### config.mk
export PLATFORM = sky130hd
export DESIGN_NAME = pwm_capture
export DESIGN_NICKNAME = d
export VERILOG_FILES = /design/src/rtl/pwm_capture.sv
export SDC_FILE = /design/constraint.sdc
export NUM_CORES = 1
export LEC_CHECK = 0
export CAP_MARGIN = 20
export CORE_ASPECT_RATIO = 0.7
export CORE_UTILIZATION = 59
export CTS_CLUSTER_SIZE = 14
export DETAILED_ROUTE_END_ITERATION = 10
export GPL_TIMING_DRIVEN = 0
export PLACE_DENSITY_LB_ADDON = 0.3
export SYNTH_ARGS = -nofsm -noshare
export SYNTH_HDL_FRONTEND = slang
export SYNTH_SLANG_ARGS = --single-unit
### constraint.sdc
create_clock -name clk -period 3.3 [get_ports clk]
set_input_delay 0.495 -clock clk [delete_from_list [all_inputs] [get_ports clk]]
set_output_delay 0.495 -clock clk [all_outputs]
set_load 0.005 [all_outputs]
### src/rtl/pwm_capture.sv
// -----------------------------------------------------------------------------
// pwm_capture
//
// Input-capture block that measures an external PWM waveform. It reports the
// last complete period (rise to rise) and its high time (rise to fall) in clk
// cycles, together with per-edge event pulses. Register access lives in the
// enclosing PWM peripheral; this block only exposes raw capture results.
//
// Parameters
//   WIDTH         width of the internal counter and captured values
//   SYNC_STAGES   flops in the pwm_in synchroniser (2 or more)
//
// Ports
//   clk            system clock
//   rst            asynchronous reset, active low
//   enable         capture enable
//   pwm_in         asynchronous PWM input pin
//   clearOverflow  single-cycle pulse that clears the overflow flag
//   period         last complete period in clk cycles
//   highTime       high time of that same period in clk cycles
//   captureValid   one-cycle pulse when period/highTime update
//   overflow       sticky flag: counter saturated before the next rise
//   riseEvent      one-cycle pulse per detected rising edge
//   fallEvent      one-cycle pulse per detected falling edge
// -----------------------------------------------------------------------------
module pwm_capture #(
   parameter int WIDTH       = 16,
   parameter int SYNC_STAGES = 2
) (
   input  logic             clk,
   input  logic             rst,
   input  logic             enable,
   input  logic             pwm_in,
   input  logic             clearOverflow,
   output logic [WIDTH-1:0] period,
   output logic [WIDTH-1:0] highTime,
   output logic             captureValid,
   output logic             overflow,
   output logic             riseEvent,
   output logic             fallEvent
);

   localparam logic [WIDTH-1:0] CNT_MAX  = '1;
   localparam logic [WIDTH-1:0] CNT_ONE  = WIDTH'(1);
   localparam logic [WIDTH-1:0] CNT_ZERO = '0;

   typedef enum logic [1:0] {
      IDLE = 2'd0,
      HIGH = 2'd1,
      LOW  = 2'd2
   } state_t;

   logic [SYNC_STAGES-1:0] sync_q;
   logic                   s;
   logic                   s_prev;
   logic                   rise;
   logic                   fall;
   logic                   ovf_set;
   state_t                 state;
   logic [WIDTH-1:0]       cnt;
   logic [WIDTH-1:0]       hi_latch;

   // Counter increment that sticks at all-ones instead of wrapping.
   function automatic logic [WIDTH-1:0] sat_inc(input logic [WIDTH-1:0] v);
      return (v == CNT_MAX) ? v : v + CNT_ONE;
   endfunction

   // ---- Stage: input synchroniser and edge history --------------------------
   // Runs regardless of enable so that enabling never fabricates an edge.
   always_ff @(posedge clk or negedge rst) begin
      if (!rst) begin
         sync_q <= '0;
         s_prev <= 1'b0;
      end else begin
         sync_q <= {sync_q[SYNC_STAGES-2:0], pwm_in};
         s_prev <= s;
      end
   end

   assign s    = sync_q[SYNC_STAGES-1];
   assign rise = s & ~s_prev;
   assign fall = ~s & s_prev;

   // A rise in the same cycle as saturation still completes the measurement,
   // so saturation only counts when no rise is being accepted.
   assign ovf_set = enable && (state != IDLE) && !rise && (cnt == CNT_MAX);

   // ---- Stage: measurement state machine and registered outputs -------------
   always_ff @(posedge clk or negedge rst) begin
      if (!rst) begin
         state        <= IDLE;
         cnt          <= CNT_ZERO;
         hi_latch     <= CNT_ZERO;
         period       <= CNT_ZERO;
         highTime     <= CNT_ZERO;
         captureValid <= 1'b0;
         overflow     <= 1'b0;
         riseEvent    <= 1'b0;
         fallEvent    <= 1'b0;
      end else begin
         riseEvent    <= rise & enable;
         fallEvent    <= fall & enable;
         captureValid <= 1'b0;

         // Set has priority over a coincident clear.
         if (ovf_set) begin
            overflow <= 1'b1;
         end else if (clearOverflow) begin
            overflow <= 1'b0;
         end

         if (!enable) begin
            state <= IDLE;
            cnt   <= CNT_ZERO;
         end else begin
            case (state)
               IDLE: begin
                  // First rise only arms; there is no reference edge yet.
                  cnt <= CNT_ZERO;
                  if (rise) begin
                     state <= HIGH;
                     cnt   <= CNT_ONE;
                  end
               end
               HIGH: begin
                  if (rise) begin
                     // Falling edge was missed: the whole period counts as high.
                     period       <= cnt;
                     highTime     <= cnt;
                     hi_latch     <= cnt;
                     captureValid <= 1'b1;
                     cnt          <= CNT_ONE;
                  end else if (ovf_set) begin
                     state <= IDLE;
                     cnt   <= CNT_ZERO;
                  end else if (fall) begin
                     hi_latch <= cnt;
                     state    <= LOW;
                     cnt      <= sat_inc(cnt);
                  end else begin
                     cnt <= sat_inc(cnt);
                  end
               end
               LOW: begin
                  if (rise) begin
                     period       <= cnt;
                     highTime     <= hi_latch;
                     captureValid <= 1'b1;
                     cnt          <= CNT_ONE;
                     state        <= HIGH;
                  end else if (ovf_set) begin
                     state <= IDLE;
                     cnt   <= CNT_ZERO;
                  end else begin
                     cnt <= sat_inc(cnt);
                  end
               end
               default: begin
                  state <= IDLE;
                  cnt   <= CNT_ZERO;
               end
            endcase
         end
      end
   end

endmodule

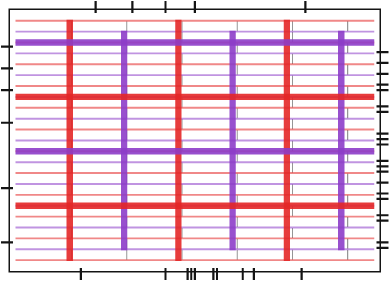
run_1/pdn.png
Drawn at 4 px/um. Pins as bars on the die edge. Tap cells in grey.
| net | colour |
|---|---|
| VDD | purple |
| VSS | red |
met4 straps: 6
rows: 22

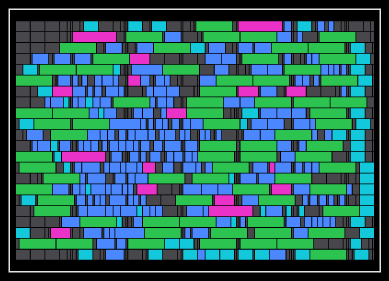
run_1/cell_classes.png
Drawn at 4 px/um. Fill, decap, tap and diode cells in grey.
| class | colour | cells | share of their area |
|---|---|---|---|
| flip-flops | green | 73 | 45% |
| clock drivers and dummy loads | magenta | 16 | 6.6% |
| other buffers and delay cells | cyan | 57 | 12% |
| all other logic | blue | 209 | 36% |

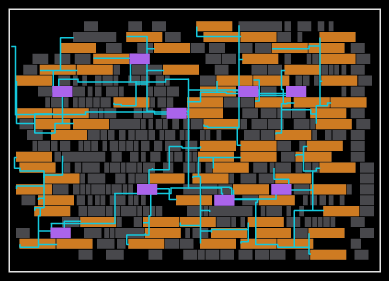
run_1/clock_map.png
Drawn at 4 px/um.
[cells driving clock nets] purple | count: 9
[clock wires] cyan | length: 856 um
[flip-flops] orange | count: 73
flops lie: all over the die
routed clock nets: 10

==> flow_summary.rst, run 1 <==
Synthesis and place-and-route
=============================

.. list-table::
   :header-rows: 1

   * - Metric
     - Value
   * - Final WL
     - between 6000 and 7000 um
   * - Antenna diode count
     - 0
   * - Vias after detailed routing
     - roughly 2500
   * - Power drawn by the sequential cells
     - approximately 0.95 mW
   * - Critical path class
     - flop to flop
   * - Most common logic cell in the routed design
     - dfrtp_1
   * - Part of the total power dissipated in combinational logic
     - around 13%
   * - Area growth from synthesis to layout
     - 22.3%
   * - Count of port buffers added during placement
     - roughly 40
   * - Mean area per synthesized cell
     - 11.3 sq um
   * - Nonclk buf count
     - between 50 and 60
   * - Total clock network power
     - slightly above 0.9 mW
   * - CTS tree
     - built
   * - Multi-input gates
     - 199
   * - Placer congestion estimate
     - approximately 0.9
   * - Core utilization at floorplan
     - about 63%
   * - Insertion Delay late pin
     - between 0.3 and 0.4 ns
   * - Fraction of area in multi-input gates
     - 34.6%
   * - Global routing's busiest layer
     - met2
   * - Startpoint type of the worst setup path
     - flop
   * - Met3 track demand over resource
     - ~8%
   * - Met2 usage in global routing
     - 39.2%
   * - Post-CTS resize count
     - 0
   * - R2R depth
     - 7
   * - Maximum operating frequency
     - 394 MHz
   * - Number of nets in the final layout
     - ~360
   * - Post-placement setup slack
     - between 0.4 and 0.5 ns
   * - Setup TNS after final layout
     - 0 ns
   * - Cell with the most instances after synthesis
     - dfrtp_1
   * - Floorplan die area
     - approximately 0.0060 sq mm
   * - Final setup violation count
     - 0
   * - Dominant combinational family
     - multiplexers
   * - Detail Route met2 WL
     - 3100 um
   * - Count of warning messages emitted by the tools
     - 30
   * - Clock buffers created by TritonCTS
     - 9
   * - Leak pwr
     - 1.86 nW
   * - Utilization after layout
     - around three quarters
   * - Gate Count Post-Synth
     - approximately 300
   * - Met3 layer wire length in the routed design
     - about 430 um
   * - Number of I/O pins
     - between 40 and 50
   * - Slack of the critical path
     - 0.762 ns
   * - IR Drop Worst-Case VDD
     - about 0.00038 V
   * - Multiplexer share of the synthesized area
     - 15.1%
   * - Comb. pwr
     - around 0.27 mW
   * - Iter 0 DRT Violations
     - between 100 and 150
   * - Area contributors post-synth
     - dfrtp_1 54%, mux2_2 6.7%, mux2i_1 5.0%
   * - Cell breakdown of the critical path
     - ha_1 > nand4_1 > nor4_4 > a21boi_2 > nand3b_4 > buf_6 > mux2_1
   * - Most common logic cells in the final layout
     - 73 x dfrtp_1, 39 x clkdlybuf4s50_1, 35 x nand2_1, 23 x o21ai_0, 20 x mux2_2
   * - Signal arrival time at the worst endpoint
     - ~2.8 ns
   * - Routed met1 length
     - approximately 3300 um
   * - Actual slew at the worst max-slew pin
     - slightly below 0.9 ns
   * - Worst reg2reg endpoint
     - hi_latch[3]
   * - Flop pwr share
     - between 40% and 50%
   * - Post-CTS Repair Setup Buffers
     - 0
   * - Flop Count
     - 73
   * - CP peak stage delay
     - ~0.54 ns
   * - Cell class contributing the biggest share of worst-path delay
     - simple AND/OR/NAND/NOR gates
   * - Placed inst area
     - 0.00386 sq mm
   * - Area used by multi-input combinational logic
     - approximately 0.0014 sq mm
   * - Leading cell category by total area
     - registers
   * - Clock root cell
     - clkbuf_8
   * - Vertical extent of the die
     - about 65 um
   * - Placed wire-length estimate after detailed placement
     - around 4700 um
   * - Critical Path Start
     - cnt[1]
   * - Worst clock skew
     - roughly 0.0087 ns
   * - Number of signal-net inverters in the final layout
     - 10
   * - CP Buf/Inv Count
     - 1
   * - Minimum clock period
     - between 2 and 3 ns
   * - Total routing resource utilization after global routing
     - roughly a quarter
   * - Number of cells in the yosys synthesis report
     - between 200 and 300
   * - Most frequent cells after synthesis
     - 73 x dfrtp_1, 35 x nand2_1, 23 x o21ai_0
   * - Total power after layout
     - about 2.1 mW
   * - Die X-Extent
     - 92.4 um
   * - Endpoint required time on the critical path
     - around 3.5 ns
   * - Clock network contribution to total cell area
     - roughly 6.4%
   * - Switching power of the nets
     - around 0.53 mW
   * - Run status
     - completed
   * - Simple-gate share of the synthesized area
     - ~14%
   * - # placed instances
     - just over 400
   * - Tightest Hold Check Type
     - input port to asynchronous set/reset pin
   * - Remaining number of nets flagged by the antenna check after routing
     - 0
   * - Count of warnings emitted by yosys
     - 0
   * - Largest driver fanout on the critical path
     - 10
   * - Share of post-route cells with drive strength above 1
     - 14.1%
   * - Critical path depth in cells
     - 7
   * - Total cell area reported by yosys after synthesis
     - 0.00337 sq mm
   * - Drt wl/cell
     - approximately 16 um
   * - Switching share of total power
     - roughly a quarter
   * - Fraction of registers with async set or reset after synthesis
     - 100%
   * - Cell taking the most area after synthesis
     - dfrtp_1
   * - Total number of clock tree sinks
     - approximately 73
   * - FP Rows
     - 22
   * - Hold slack final
     - approximately 0.26 ns
   * - Number of maximum-capacitance violations
     - 0
   * - Buffers from clock root to sink, at most
     - 2
   * - Power Internal
     - between 1.5 and 2 mW
   * - Highest layer used for signal routing
     - met4
   * - Post-synth design cell area
     - between 0.003 and 0.004 sq mm
   * - Vias in the first global route
     - about 2300
   * - Clock group share of total power
     - 43.2%
   * - Net Count, Synth
     - 311
   * - Xor and xnor area share after synthesis
     - between 2 and 2.5%
   * - Complex Gates by Area
     - between 8 and 9%
==> run 1 -> run 2 <==
--- a/config.mk
+++ b/config.mk
@@ -7,7 +7,7 @@
 export LEC_CHECK = 0
 export CAP_MARGIN = 20
 export CORE_ASPECT_RATIO = 0.7
-export CORE_UTILIZATION = 59
+export CORE_UTILIZATION = 55
 export CTS_CLUSTER_SIZE = 14
 export DETAILED_ROUTE_END_ITERATION = 10
 export GPL_TIMING_DRIVEN = 0
==> constraint.sdc (replaced) <==
create_clock -name clk -period 2.5 [get_ports clk]
set_input_delay 0.375 -clock clk [delete_from_list [all_inputs] [get_ports clk]]
set_output_delay 0.375 -clock clk [all_outputs]
set_load 0.005 [all_outputs]
==> run 2 against run 1 <==
Net effect: critical endpoint is now hi_latch[8]; synthesized area unchanged; design area down 0.49%; worst setup slack worse by 0.60 ns; synthesized cell count unchanged; clock power up about 10%; utilization down 6.2 points; sequential power up 32%; global-route usage down 1.1 points; non-clock buffer count up 1; power up 24%; clock skew about the same.
==> flow_summary.rst, run 2 <==
Synthesis and place-and-route
=============================

.. list-table::
   :header-rows: 1

   * - Metric
     - Value
   * - Vias after detailed routing
     - 2393 (-2.5%)
   * - Final WL
     - 6710 um (-2.0%)
   * - Met2 usage in global routing
     - 36.4% (-2.7 points)
   * - Actual slew at the worst max-slew pin
     - 0.876 ns (-0.00873 ns)
   * - Placed wire-length estimate after detailed placement
     - 4810 um (+2.4%)
   * - Number of nets in the final layout
     - 363 (+0.28%)
   * - CP peak stage delay
     - 0.46 ns (-0.08 ns)
   * - Vertical extent of the die
     - 67.5 um (+3.5%)
   * - Most frequent cells after synthesis
     - 73 x dfrtp_1, 35 x nand2_1, 23 x o21ai_0
   * - Cell with the most instances after synthesis
     - dfrtp_1
   * - Fraction of registers with async set or reset after synthesis
     - 100% (unchanged)
   * - # placed instances
     - 414 (+0.73%)
   * - Drt wl/cell
     - 15.6 um (-2.9%)
   * - Die X-Extent
     - 95.6 um (+3.5%)
   * - Antenna diode count
     - 0 (unchanged)
   * - Total power after layout
     - 2.64 mW (+24%)
   * - Remaining number of nets flagged by the antenna check after routing
     - 0 (unchanged)
   * - Floorplan die area
     - 0.00645 sq mm (+7.1%)
   * - Clock group share of total power
     - 39.4% (-3.8 points)
   * - Startpoint type of the worst setup path
     - flop
   * - Minimum clock period
     - 2.34 ns (-0.197 ns)
   * - Simple-gate share of the synthesized area
     - 13.6% (unchanged)
   * - Insertion Delay late pin
     - 0.35 ns (about the same)
   * - Most common logic cells in the final layout
     - 71 x dfrtp_1, 39 x clkdlybuf4s50_1, 35 x nand2_1, 23 x o21ai_0, 20 x mux2_2
   * - Vias in the first global route
     - 2251 (-0.53%)
   * - Iter 0 DRT Violations
     - 142 (-1.4%)
   * - Largest driver fanout on the critical path
     - 10 (unchanged)
   * - Run status
     - completed
   * - Number of signal-net inverters in the final layout
     - 10 (unchanged)
   * - Complex Gates by Area
     - 8.76% (unchanged)
   * - Cell taking the most area after synthesis
     - dfrtp_1
   * - Post-CTS Repair Setup Buffers
     - 0 (unchanged)
   * - Post-CTS resize count
     - 0 (unchanged)
   * - Detail Route met2 WL
     - 2960 um (-4.2%)
   * - Slack of the critical path
     - 0.159 ns (-0.603 ns)
   * - Flop Count
     - 73 (unchanged)
   * - FP Rows
     - 23 (+4.5%)
   * - Cell breakdown of the critical path
     - ha_1 > nand4_1 > nor4_4 > buf_4 > a21boi_2 > nand3b_4 > buf_6 > mux2_1
   * - Maximum operating frequency
     - 427 MHz (+8.4%)
   * - Clock root cell
     - clkbuf_8
   * - IR Drop Worst-Case VDD
     - 0.000404 V (+6.5%)
   * - Area growth from synthesis to layout
     - 21.7%
   * - Worst clock skew
     - 0.00821 ns (-0.000456 ns)
   * - Nonclk buf count
     - 58 (+1.8%)
   * - Part of the total power dissipated in combinational logic
     - 13.2% (+0.7 points)
   * - Buffers from clock root to sink, at most
     - 2 (unchanged)
   * - Number of cells in the yosys synthesis report
     - 299 (unchanged)
   * - Signal arrival time at the worst endpoint
     - 2.57 ns (-0.21 ns)
   * - Dominant combinational family
     - multiplexers
   * - Met3 track demand over resource
     - 6.87% (-1.1 points)
   * - R2R depth
     - 8 (+1)
   * - Fraction of area in multi-input gates
     - 34.8% (+0.17 points)
   * - Routed met1 length
     - 3280 um (+0.28%)
   * - CTS tree
     - built
   * - Comb. pwr
     - 0.349 mW (+31%)
   * - Total clock network power
     - 1.04 mW (+10%)
   * - Hold slack final
     - 0.136 ns (-0.120 ns)
   * - Gate Count Post-Synth
     - 299 (unchanged)
   * - Final setup violation count
     - 0 (unchanged)
   * - Power Internal
     - 1.97 mW (+22%)
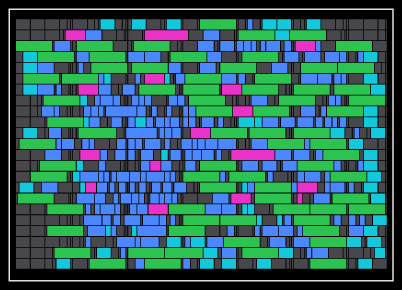
run_2/cell_classes.png
Drawn at 4 px/um. Fill, decap, tap and diode cells in grey.
| class | colour | cells | share of their area |
|---|---|---|---|
| flip-flops | green | 73 | 46% |
| clock drivers and dummy loads | magenta | 16 | 5.7% |
| other buffers and delay cells | cyan | 58 | 12% |
| all other logic | blue | 209 | 37% |

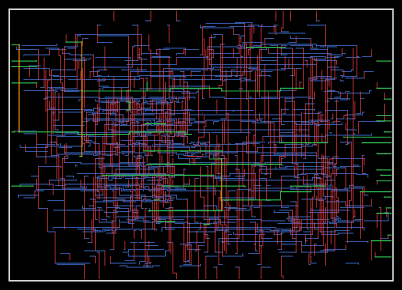
run_2/metal_stack.png
Drawn at 4 px/um.
| layer | colour | wire length |
|---|---|---|
| met2 | red | 2960 um |
| met4 | orange | 63.2 um |
| met3 | green | 400 um |
| met1 | blue | 3280 um |

==> run 2 -> run 3 <==
--- a/config.mk
+++ b/config.mk
@@ -5,13 +5,16 @@
 export SDC_FILE = /design/constraint.sdc
 export NUM_CORES = 1
 export LEC_CHECK = 0
+export ABC_CLOCK_PERIOD_IN_PS = 2500
 export CAP_MARGIN = 20
 export CORE_ASPECT_RATIO = 0.7
-export CORE_UTILIZATION = 55
+export CORE_UTILIZATION = 57
+export CTS_BUF_LIST = sky130_fd_sc_hd__clkbuf_4
 export CTS_CLUSTER_SIZE = 14
 export DETAILED_ROUTE_END_ITERATION = 10
 export GPL_TIMING_DRIVEN = 0
 export PLACE_DENSITY_LB_ADDON = 0.3
+export SLEW_MARGIN = 20
 export SYNTH_ARGS = -nofsm -noshare
 export SYNTH_HDL_FRONTEND = slang
 export SYNTH_SLANG_ARGS = --single-unit
==> run 3 against run 2 <==
Net effect: clock power down about 20%; worst setup slack worse by 0.038 ns; first-iteration DRC count down 15%; sequential share of layout area up 0.19 points; non-clock buffer count up 3; flip-flop count unchanged; via count up 0.96%; combinational power up 5%; largest power group unchanged; highest routed layer unchanged.
==> flow_summary.rst, run 3 <==
Synthesis and place-and-route
=============================

.. list-table::
   :header-rows: 1

   * - Metric
     - Value
   * - Flop Count
     - 73 (unchanged)
   * - Number of cells in the yosys synthesis report
     - 299 (unchanged)
   * - Register share after synthesis
     - a little over half
   * - Most frequent cells after synthesis
     - 73 x dfrtp_1, 35 x nand2_1, 23 x o21ai_0
   * - Vertical extent of the die
     - 66.4 um (-1.7%)
   * - Total clock network power
     - 0.849 mW (-20%)
   * - Number of I/O pins
     - between 40 and 50
   * - Nonclk buf count
     - 61 (+5.2%)
   * - Area growth from synthesis to layout
     - 21.2%
   * - Worst reg2reg endpoint
     - hi_latch[3]
   * - R2R depth
     - 8 (unchanged)
   * - Post-CTS Repair Setup Buffers
     - 0 (unchanged)
   * - Clock group share of total power
     - 34.4% (-5.0 points)
   * - Insertion Delay late pin
     - 0.44 ns (+0.09 ns)
   * - CTS tree
     - built
   * - Routed met1 length
     - 3290 um (+0.21%)
   * - Placed wire-length estimate after detailed placement
     - 4900 um (+1.9%)
   * - Clock root cell
     - clkbuf_4
   * - Iter 0 DRT Violations
     - 121 (-15%)
   * - Number of flip-flops and latches in the synthesized netlist
     - about 73
   * - Worst clock skew
     - 0.0181 ns (+0.00994 ns)
   * - Highest layer used for signal routing
     - met4
   * - Hold slack final
     - 0.350 ns (+0.215 ns)
   * - Power drawn by the sequential cells
     - 1.25 mW
   * - Most used DFF post-synth
     - dfrtp_1
   * - Cell class contributing the biggest share of worst-path delay
     - simple AND/OR/NAND/NOR gates
   * - Part of the total power dissipated in combinational logic
     - 14.8% (+1.6 points)
   * - Vias after detailed routing
     - 2416 (+0.96%)
   * - Tightest Hold Check Type
     - input port to asynchronous set/reset pin
   * - Met3 track demand over resource
     - 7.70% (+0.83 points)
   * - Remaining global-route overflow
     - 0
   * - Number of signal-net inverters in the final layout
     - 10 (unchanged)
   * - Number of nets in the final layout
     - 366 (+0.83%)
   * - Drt wl/cell
     - 15.9 um (+2.3%)
   * - Max-slew headroom
     - about half
   * - Buffers from clock root to sink, at most
     - 2 (unchanged)
   * - Cell breakdown of the critical path
     - ha_1 > nand4_1 > nor4_4 > buf_4 > a21boi_2 > nand3b_4 > buf_6 > mux2_1
   * - Floorplan die area
     - 0.00623 sq mm (-3.4%)
   * - Cell with the most instances after synthesis
     - dfrtp_1
   * - Vias in the first global route
     - 2249 (-0.089%)
   * - Total number of tap cells
     - about 75
   * - First-pass GRT wire length
     - ~11000 um
   * - Die X-Extent
     - 93.9 um (-1.7%)
   * - Actual slew at the worst max-slew pin
     - 0.748 ns (-0.128 ns)
   * - Placer congestion estimate
     - about 0.91
   * - Antenna diode count
     - 0 (unchanged)
   * - Proportion of netlist area held by the largest area contributor
     - 54.2%
   * - Maximum operating frequency
     - 420 MHz (-1.6%)
   * - Utilization after layout
     - a little under three quarters
   * - Remaining number of nets flagged by the antenna check after routing
     - 0 (unchanged)
   * - Power Internal
     - 1.78 mW (-9.7%)
   * - Clock slew at reported path FFs
     - between 0.1 and 0.15 ns
   * - Last element of the critical path
     - hi_latch[3]
   * - Total power after layout
     - 2.47 mW (-6.6%)
   * - Sequential cell area
     - between 0.0015 and 0.002 sq mm
   * - Crit share post-route
     - 95.2%
   * - Leak pwr
     - between 1.5 and 2 nW
   * - Most common logic cells in the final layout
     - 71 x dfrtp_1, 39 x clkdlybuf4s50_1, 35 x nand2_1, 22 x o21ai_0, 20 x mux2_2
   * - Met3 layer wire length in the routed design
     - between 400 and 500 um
   * - Detail Route met2 WL
     - 3090 um (+4.1%)
   * - Complex Gates by Area
     - 8.76% (unchanged)
   * - Simple-gate share of the synthesized area
     - 13.6% (unchanged)
   * - FP Rows
     - 23 (unchanged)
   * - Dominant combinational family
     - multiplexers
   * - R2R Path Start
     - cnt[0]
   * - Cell taking the most area after synthesis
     - dfrtp_1
   * - Clock network contribution to total cell area
     - 4.07%
   * - Final instance count without filler cells
     - about 430
   * - Run status
     - completed
   * - Startpoint type of the worst setup path
     - flop
   * - Buffer share of cell area
     - about an eighth
   * - Final setup violation count
     - 0 (unchanged)
   * - Post-placement setup slack
     - -0.335 ns
   * - Fraction of area in multi-input gates
     - 35.0% (+0.15 points)
   * - CTS Hold Buffers Added
     - 1
   * - # placed instances
     - 415 (+0.24%)
   * - Slack of the critical path
     - 0.121 ns (-0.0381 ns)
   * - Post-CTS resize count
     - 0 (unchanged)
   * - Fraction of registers with async set or reset after synthesis
     - 100% (unchanged)
   * - Final std cell area, no fill
     - 0.00409 sq mm
   * - Signal arrival time at the worst endpoint
     - 2.70 ns (+0.13 ns)
   * - Count of warnings emitted by yosys
     - 0
   * - Multiplexer share of the synthesized area
     - 15.1%
   * - CP peak stage delay
     - 0.48 ns (+0.02 ns)
   * - Comb. pwr
     - 0.367 mW (+5%)
   * - Final WL
     - 6910 um (+3.0%)
   * - Gate Count Post-Synth
     - 299 (unchanged)
   * - CP Buf/Inv Count
     - 2
   * - Worst setup slack for register-to-register paths
     - roughly 0.12 ns
   * - Minimum clock period
     - 2.38 ns (+0.0381 ns)
   * - Largest driver fanout on the critical path
     - 10 (unchanged)
   * - IR Drop Worst-Case VDD
     - 0.000456 V (+13%)
   * - Flop pwr share
     - a little over 50%
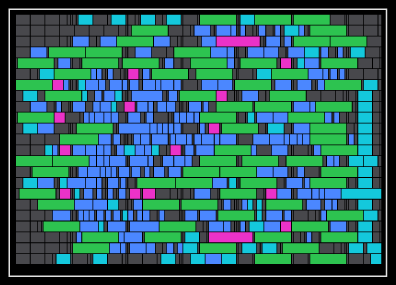
run_3/cell_classes.png
Drawn at 4 px/um. Fill, decap, tap and diode cells in grey.
| class | colour | cells | share of their area |
|---|---|---|---|
| other buffers and delay cells | cyan | 61 | 13% |
| flip-flops | green | 73 | 46% |
| clock drivers and dummy loads | magenta | 16 | 4.2% |
| all other logic | blue | 209 | 37% |

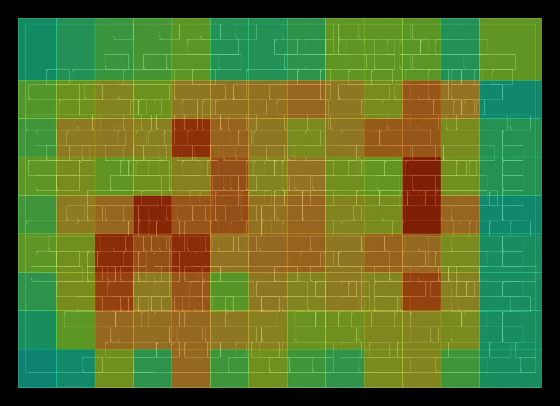
run_3/final_congestion.png
met2 usage in global routing: 37.6%
met1 GRT Util: 35.5%

Power is estimated from default activity; no workload was simulated.
